`config.mk`:
```
export PLATFORM = sky130hd
export DESIGN_NAME = hardware_utf8_seq_flat
export DESIGN_NICKNAME = d
export VERILOG_FILES = /design/src/rtl/hardware_utf8_seq_if.sv /design/src/rtl/hardware_utf8_seq.sv /design/src/flat_wrapper.sv
export SDC_FILE = /design/constraint.sdc
export NUM_CORES = 1
export LEC_CHECK = 0
export ABC_AREA = 1
export CELL_PAD_IN_SITES_DETAIL_PLACEMENT = 1
export CELL_PAD_IN_SITES_GLOBAL_PLACEMENT = 1
export CORE_ASPECT_RATIO = 1.4
export CORE_MARGIN = 5
export CORE_UTILIZATION = 17
export CTS_BUF_LIST = sky130_fd_sc_hd__clkbuf_2
export DETAILED_ROUTE_END_ITERATION = 8
export PLACE_DENSITY = 0.83
export SLEW_MARGIN = 5
export SYNTH_ARGS = -nofsm -noshare
export SYNTH_HDL_FRONTEND = slang
export SYNTH_SLANG_ARGS = --single-unit
export TNS_END_PERCENT = 5
```
`constraint.sdc`:
```
create_clock -name clk -period 1.53 [get_ports clk]
set_clock_uncertainty 0.1 [all_clocks]
set_input_delay 0.153 -clock clk [delete_from_list [all_inputs] [get_ports clk]]
set_output_delay 0.153 -clock clk [all_outputs]
set_load 0.05 [all_outputs]
```
`src/rtl/hardware_utf8_seq_if.sv`:
```
// Stream-side bundle for hardware_utf8_seq: UTF-8 bytes in, UTF-16 bytes out, plus endianness select.
// The environment uses the master modport and the sequencer uses the slave modport.
interface hardware_utf8_seq_if;
    logic [7:0] s_data;
    logic       s_valid;
    logic       s_last;
    logic       s_ready;
    logic       be;
    logic [7:0] m_data;
    logic       m_valid;
    logic       m_ready;
    logic       m_err;

    modport master (
        output s_data, s_valid, s_last, be, m_ready,
        input  s_ready, m_data, m_valid, m_err
    );

    modport slave (
        input  s_data, s_valid, s_last, be, m_ready,
        output s_ready, m_data, m_valid, m_err
    );
endinterface

```
`src/rtl/hardware_utf8_seq.sv`:
```
// Sequencer in front of the hardware_utf8 converter: it writes UTF-8 bytes, drains UTF-16 bytes and clears the converter.
// Define UTF8SEQ_REPLACE_EN to emit U+FFFD for undecodable input; when it is undefined, such input is silently dropped.
module hardware_utf8_seq (
    input  logic                      clk,
    input  logic                      rst_in,
    hardware_utf8_seq_if.slave        strm,
    output logic [7:0]                cv_din,
    output logic                      cv_cbe,
    output logic                      cv_chk_range,
    output logic                      cv_bin,
    output logic                      cv_uout,
    output logic                      cv_rst_in,
    input  logic [7:0]                cv_dout,
    input  logic                      cv_ready,
    input  logic                      cv_retry,
    input  logic                      cv_error,
    input  logic                      cv_uout_eof
);

`ifdef UTF8SEQ_REPLACE_EN
    typedef enum logic [2:0] {IDLE, WR, CHK, RD, OUT, REPL0, REPL1, CLR} state_t;
`else
    typedef enum logic [2:0] {IDLE, WR, CHK, RD, OUT, CLR} state_t;
`endif

    state_t state_q, state_d;
    logic   retry_pend_q, retry_pend_d;
    logic   err_l_q, err_l_d;
    logic   drain_entry;

    // A retry, a finished character or end of stream all force the held converter output to be drained.
    assign drain_entry  = cv_retry | cv_ready | strm.s_last;
    assign cv_cbe       = strm.be;
    assign cv_chk_range = 1'b1;
    assign cv_rst_in    = rst_in & (state_q != CLR);

    always_ff @(posedge clk or negedge rst_in) begin
        if (!rst_in) begin
            state_q      <= IDLE;
            retry_pend_q <= 1'b0;
            err_l_q      <= 1'b0;
        end else begin
            state_q      <= state_d;
            retry_pend_q <= retry_pend_d;
            err_l_q      <= err_l_d;
        end
    end

    always_comb begin
        state_d       = state_q;
        retry_pend_d  = retry_pend_q;
        err_l_d       = err_l_q;
        strm.s_ready  = 1'b0;
        strm.m_valid  = 1'b0;
        strm.m_data   = 8'h00;
        strm.m_err    = 1'b0;
        cv_bin        = 1'b1;
        cv_uout       = 1'b1;
        cv_din        = 8'h00;

        case (state_q)
            IDLE: begin
                if (strm.s_valid) state_d = WR;
            end
            WR: begin
                cv_bin  = 1'b0;
                cv_din  = strm.s_data;
                state_d = CHK;
            end
            CHK: begin
                // On retry the byte stays unaccepted so upstream keeps presenting it for the re-write.
                if (cv_retry) retry_pend_d = 1'b1;
                else          strm.s_ready = 1'b1;
                if (drain_entry) begin
`ifdef UTF8SEQ_REPLACE_EN
                    err_l_d = cv_error | ~cv_ready;
                    state_d = cv_uout_eof ? REPL0 : RD;
`else
                    err_l_d = cv_error;
                    state_d = cv_uout_eof ? CLR : RD;
`endif
                end else begin
                    state_d = IDLE;
                end
            end
            RD: begin
                cv_uout = 1'b0;
                state_d = OUT;
            end
            OUT: begin
                strm.m_valid = 1'b1;
                strm.m_data  = cv_dout;
                strm.m_err   = err_l_q;
                if (strm.m_ready) state_d = cv_uout_eof ? CLR : RD;
            end
`ifdef UTF8SEQ_REPLACE_EN
            REPL0: begin
                strm.m_valid = 1'b1;
                strm.m_data  = strm.be ? 8'hFF : 8'hFD;
                strm.m_err   = 1'b1;
                if (strm.m_ready) state_d = REPL1;
            end
            REPL1: begin
                strm.m_valid = 1'b1;
                strm.m_data  = strm.be ? 8'hFD : 8'hFF;
                strm.m_err   = 1'b1;
                if (strm.m_ready) state_d = CLR;
            end
`endif
            CLR: begin
                if (retry_pend_q) begin
                    retry_pend_d = 1'b0;
                    state_d      = WR;
                end else begin
                    state_d = IDLE;
                end
            end
            default: state_d = IDLE;
        endcase
    end

endmodule
```
`src/flat_wrapper.sv`:
```
// flat-port wrapper written by rule: the top's interface ports become plain ports
module hardware_utf8_seq_flat 
  (clk, rst_in, cv_din, cv_cbe, cv_chk_range, cv_bin, cv_uout, cv_rst_in, cv_dout, cv_ready, cv_retry, cv_error, cv_uout_eof, strm_s_data, strm_s_valid, strm_s_last, strm_be, strm_m_ready, strm_s_ready, strm_m_data, strm_m_valid, strm_m_err);
  hardware_utf8_seq_if strm_i ();
  input  logic clk;
  input  logic rst_in;
  output logic [7:0] cv_din;
  output logic cv_cbe;
  output logic cv_chk_range;
  output logic cv_bin;
  output logic cv_uout;
  output logic cv_rst_in;
  input  logic [7:0] cv_dout;
  input  logic cv_ready;
  input  logic cv_retry;
  input  logic cv_error;
  input  logic cv_uout_eof;
  input wire logic [$bits(strm_i.s_data)-1:0] strm_s_data;
  input wire logic [$bits(strm_i.s_valid)-1:0] strm_s_valid;
  input wire logic [$bits(strm_i.s_last)-1:0] strm_s_last;
  input wire logic [$bits(strm_i.be)-1:0] strm_be;
  input wire logic [$bits(strm_i.m_ready)-1:0] strm_m_ready;
  output wire logic [$bits(strm_i.s_ready)-1:0] strm_s_ready;
  output wire logic [$bits(strm_i.m_data)-1:0] strm_m_data;
  output wire logic [$bits(strm_i.m_valid)-1:0] strm_m_valid;
  output wire logic [$bits(strm_i.m_err)-1:0] strm_m_err;
  assign strm_i.s_data = strm_s_data;
  assign strm_i.s_valid = strm_s_valid;
  assign strm_i.s_last = strm_s_last;
  assign strm_i.be = strm_be;
  assign strm_i.m_ready = strm_m_ready;
  assign strm_s_ready = strm_i.s_ready;
  assign strm_m_data = strm_i.m_data;
  assign strm_m_valid = strm_i.m_valid;
  assign strm_m_err = strm_i.m_err;
  hardware_utf8_seq u_core (.clk(clk), .rst_in(rst_in), .strm(strm_i), .cv_din(cv_din), .cv_cbe(cv_cbe), .cv_chk_range(cv_chk_range), .cv_bin(cv_bin), .cv_uout(cv_uout), .cv_rst_in(cv_rst_in), .cv_dout(cv_dout), .cv_ready(cv_ready), .cv_retry(cv_retry), .cv_error(cv_error), .cv_uout_eof(cv_uout_eof));
endmodule
```
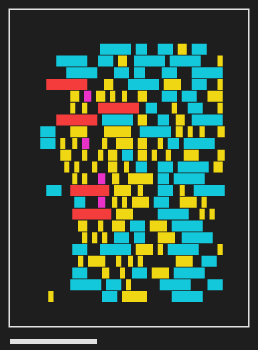
*Placement by cell class, run 1*
Scale bar: 20 microns.
Yellow stands for remaining logic cells, cells 83, share of their area 36%. Red stands for sequential cells, cells 5, share of their area 9.0%. Magenta stands for clock drivers and dummy loads, cells 4, share of their area 1.4%. Cyan stands for remaining buffers and delay cells, cells 57, share of their area 54%.
fin util: 55.4%
CORE AREA: 2670 sq um
row count: 22
flop share of the area: 8.71%
design area: 1480 sq um

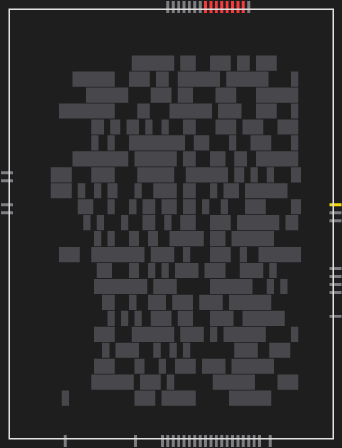
*Pin map, run 1*
Pins as bars across the die edge, other pins in grey.
Red stands for `strm_s_data`, pins 8, direction input, edge top. Yellow stands for `cv_bin`, pins 1, direction output, edge right.
Die H: 73.0 microns
Die W: 55.0 microns

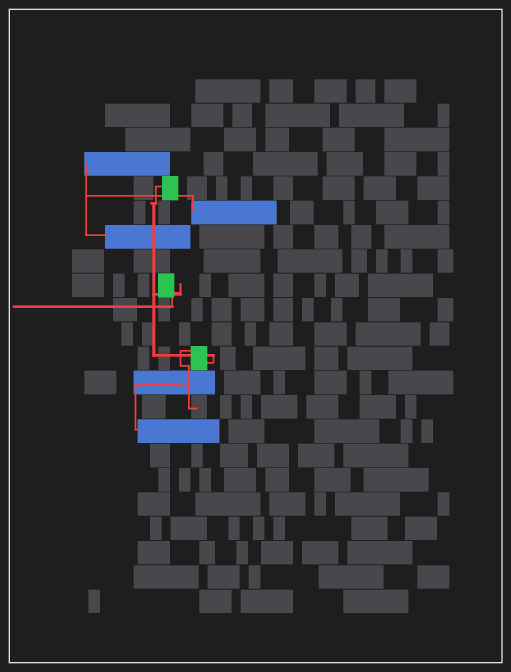
*Clock wires, drivers and flops, run 1*
Green stands for clock-net drivers, count 3. Red stands for clock wires, length 104 microns. Blue stands for flip-flops, count 5.
There are 4 routed clock nets.
Clock group: 0.131 mW
clock share of power: 4.8%
clock latency at the later pin of the worst-skew pair: 0.23 ns

==> out/qor.txt, run 1 <==
Status: finished, violations left
Failing checks: setup timing
Worst min-delay path class: primary input to asynchronous set/reset pin
Mux share: 0%
Worst Path Max Fanout: 5
Placed inst area: 1250 sq um
Gpl congestion: 0.731
Via density: 4.29
Fp util: 18.0%
Gate power share: 85.7%
Met3 Use GR: 2.25%
Logic area: 384 sq um
Synth Flop Type: dfrtp_1
Most frequent cells in the layout: clkdlybuf4s50_1, buf_12, inv_1, nand2_1, nor2_4
Critical path endpoint category: primary output
Highest Signal Layer: met4
GRT Overall Usage: 15.4%
Signal buffers share of area: 52.4%
Net switching power: 1.49 mW
Largest net degree at the start of global routing: 10
Fillers: 320
# Cells Yosys: 89
Yosys top cell area share: 26.0%
Largest register FFs: 3
Cell area leaders: dfrtp_1, inv_1, nor2_1
Synth Area in XOR/XNOR: 0%
Setup TNS: -2.11 ns
RSZ-0062 raised after global routing: true
First-pass detailed-route iteration total: 3
Clock buffer depth: 2
Crit path buf inv count: 4
CP Cell Sequence: inv_4 -> nand2_2 -> nor2_4 -> buf_12 -> inv_8 -> nor2_4 -> buf_12
Yosys top cell by instances: inv_1
P_seq: 0.264 mW
PostCTS Resize Cnt: 28
DRT Wirelength: 3.20 mm
Repair and plain buffers: 57
CTS sink cnt: 5
Hold_buf cts: 0
Signal inverters: 29
Power Total: 2.76 mW
Seq pwr share: 9.6%
Regs by FF count: u_core.state_q (3), u_core.err_l_q (1), u_core.retry_pend_q (1)
Final-report hold violation count: 0
Final slew viol count: 0
Vias in the first global route: 889
Startpoint types: register
Area Growth Syn to Fin: 207%
Pre-CTS setup slack: 0.0495 ns
Top logic family: simple AND/OR/NAND/NOR gates
CTS Root Cell: clkbuf_2
Global-route wire length before repair: 4.46 mm
P_int: 1.27 mW
N_diodes: 0
MaxCap Viol Count: 0
Vias: 794
Clock-cell share of area: 1.35%
Mean Syn Cell Area: 5.41 sq um
Cell Area, Synth: 482 sq um
Non-filler cells, final: 185
Fmax: 588 MHz
Final WS setup: -0.169 ns
Synth area leader: dfrtp_1
Busiest grt layer: met2
Grt total ovfl: 0
R2R depth: 9
Wl on met1: 1.09 mm
Met2 Usage GRT: 30.0%
Top cell category: non-clock buffers
DRC Markers: 0
Tap cell count: 36
Required time of the critical path: 1.28 ns
Layout cells sized above 1: 51.0%
Placed cells: 172
Sw Share: 54.0%
Min Tclk post-route: 1.70 ns
Initial antenna violation count: 0
Synthesized registers: 5
Synthesized Nets: 115
Final #Nets: 176
H-Tree Depth: 1
Logic share of the area: 26.0%
Leak: 0.699 nW
Async SR Flop Fraction: 100%
Power density over the cells: 1870 nW/um^2
WP data arrival: 1.45 ns
Clock Buffer Count: 4
Top cell excl fill/tap: clkdlybuf4s50_1
Worst setup path end: strm_m_data[6]
Met3 wire length: 102 microns
Final setup viols: 20
Flop count: 5
Avg WL per Cell: 17.3 microns
Post-Synth Adder-Cell Area: 0%
Synth cell types: 14
Multi-input gates: 54
Clk slew on worst S/H paths: 0.06 ns
IO Pins: 50
Crit-path leading delay family: flip-flops
Period utilization: 111%
Simple Share, Synth: 47.3%
Most flop-heavy register: u_core.state_q
GR Layer Usage met1: 16.1%
==> run 2: changes to the inputs <==
--- a/config.mk
+++ b/config.mk
@@ -6,6 +6,7 @@
 export NUM_CORES = 1
 export LEC_CHECK = 0
 export ABC_AREA = 1
+export ABC_CLOCK_PERIOD_IN_PS = 1610
 export CELL_PAD_IN_SITES_DETAIL_PLACEMENT = 1
 export CELL_PAD_IN_SITES_GLOBAL_PLACEMENT = 1
 export CORE_ASPECT_RATIO = 1.4
==> constraint.sdc (replaced) <==
create_clock -name clk -period 1.61 [get_ports clk]
set_clock_uncertainty 0.1 [all_clocks]
set_input_delay 0.161 -clock clk [delete_from_list [all_inputs] [get_ports clk]]
set_output_delay 0.161 -clock clk [all_outputs]
set_load 0.05 [all_outputs]
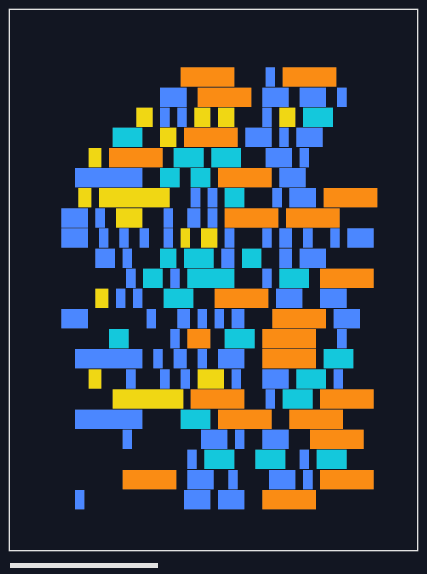
*Drive-strength map, run 2*
Scale bar: 20 microns.
Blue stands for x1 and smaller, cells 82. Yellow stands for x2, cells 15. Cyan stands for x3 and x4, cells 23. Orange stands for x6 and larger, cells 23.
Final WS setup: -0.0218 ns
design area: 1400 sq um
Repair and plain buffers: 52
Area Growth Syn to Fin: 191%

==> out/qor.txt, run 2 <==
Status: finished, violations left
Failing checks: setup timing
IO Pins: 50
Regs by FF count: u_core.state_q (3), u_core.err_l_q (1), u_core.retry_pend_q (1)
Clock share of power: 4.6%
Vias: 697
Post-synthesis sequential area ratio: 26.0%
Wl on met1: 836 microns
GRT Overall Usage: 13.6%
Final #Nets: 170
Final-report hold violation count: 0
Final WS setup: -0.0218 ns
Sw Share: 53.8%
Gate power share: 85.1%
Highest Signal Layer: met3
Hold_buf cts: 0
Signal buffers share of area: 51.8%
Pre-CTS setup slack: 0.114 ns
Crit-path leading delay family: buffers and inverters
Flop count: 5
GR Layer Usage met1: 14.1%
Min Tclk post-route: 1.63 ns
Cell Area, Synth: 482 sq um
Fp util: 18.0%
Clock latency at the later pin of the worst-skew pair: 0.21 ns
Layout cells sized above 1: 42.7%
Top pwr grp: combinational cells
Levels on crit path: 6
Synth Flop Type: dfrtp_1
Post-route ant nets: 0
Met3 Use GR: 1.02%
CTS Root Cell: clkbuf_2
Minimum hold slack: 0.156 ns
Top cell excl fill/tap: inv_1
Top logic family: simple AND/OR/NAND/NOR gates
Worst min-delay path class: primary input to asynchronous set/reset pin
Power Total: 2.39 mW
CTS tree: built
Yosys aoi share: 1.04%
Power density over the cells: 1700 nW/um^2
Synthesized Nets: 115
Avg WL per Cell: 14.3 microns
Tap cell count: 36
Synth cell types: 14
H-Tree Depth: 1
First-pass detailed-route iteration total: 2
Cell area leaders: dfrtp_1, inv_1, nor2_1
Grt total ovfl: 0
Post-Synth Adder-Cell Area: 0%
CORE AREA: 2670 sq um
CP Cell Sequence: inv_1 -> nand2_4 -> nor2_4 -> buf_4 -> buf_4 -> buf_12
Worst R2R Setup Slack: 0.16 ns
Flop share of the area: 9.12%
Non-filler cells, final: 179
Most frequent cells in the layout: inv_1, clkdlybuf4s50_1, buf_12, nand2_1, nor2_4
Fillers: 323
CP max stage delay: 0.40 ns
1st-iter DRT viols: 10
Row count: 22
Die W: 55.0 microns
Period utilization: 101%
Global-route wire length before repair: 3.93 mm
CTS sink cnt: 5
Async SR Flop Fraction: 100%
Multi-input gates: 54
Mean Syn Cell Area: 5.41 sq um
Total Die Area: 4010 sq um
Signal inverters: 28
Initial antenna violation count: 0
Synthesized registers: 5
DRC Markers: 0
Vias in the first global route: 818
RSZ-0062 raised after global routing: true
Mux share: 0%
Met3 wire length: 71 microns
Met2 Usage GRT: 27.5%
Yosys top cell area share: 26.0%
CP dominant cell by count: buf_4
Max VDD drop: 0.855 mV
Fmax: 613 MHz
Clock-cell share of area: 1.43%
Critical path endpoint category: primary output
Synth area leader: dfrtp_1
Slowest CP cell: dfrtp_2
Worst Path Max Fanout: 3
Clk slew on worst S/H paths: 0.05 ns
Top cell category: non-clock buffers
Final setup viols: 10
Busiest grt layer: met2
WS Path Type: register to primary output
Largest net degree at the start of global routing: 11
Most flop-heavy register: u_core.state_q
Logic area: 369 sq um
Tool warning count: 29
Setup TNS: -0.0831 ns
Gpl congestion: 0.727
# Cells Yosys: 89
Simple Share, Synth: 47.3%
P_int: 1.10 mW
Logic share of the area: 26.4%
Startpoint types: register
RR Endpoint: u_core.state_q[2]
Placed cells: 171
Worst setup path end: strm_m_valid
Net switching power: 1.28 mW
R2R depth: 9
DRT Wirelength: 2.56 mm
Crit path buf inv count: 4
Largest register FFs: 3
P_seq: 0.245 mW
MaxCap Viol Count: 0
Yosys top cell by instances: inv_1
WP data arrival: 1.37 ns
Total combinational power: 2.03 mW
Required time of the critical path: 1.35 ns
Via density: 3.89
Fin util: 52.4%
Seq pwr share: 10.3%
N_diodes: 0
Clock buffer depth: 2
Die H: 73.0 microns
Placed inst area: 1240 sq um
Final slew viol count: 0
PostCTS Resize Cnt: 24
EDFF count, synth: 0
Leak: 0.663 nW
Synth Area in XOR/XNOR: 0%
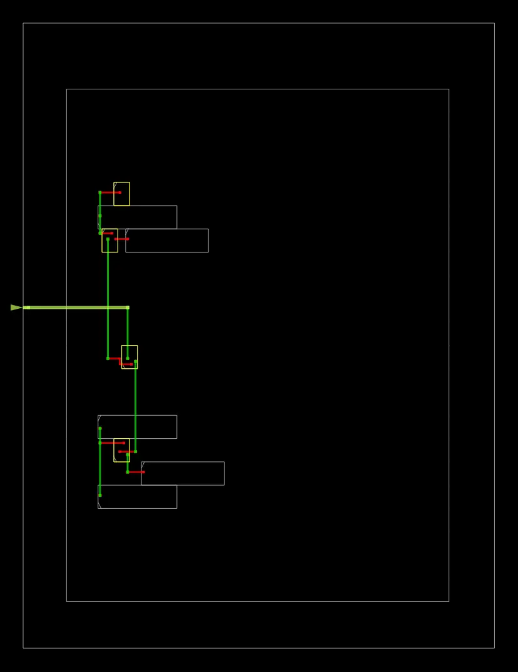
*Clock wiring as the flow saved it, run 2*
Clock group: 0.111 mW
Clock Buffer Count: 4

No activity file was given, so power comes from the tool's default toggle rates.
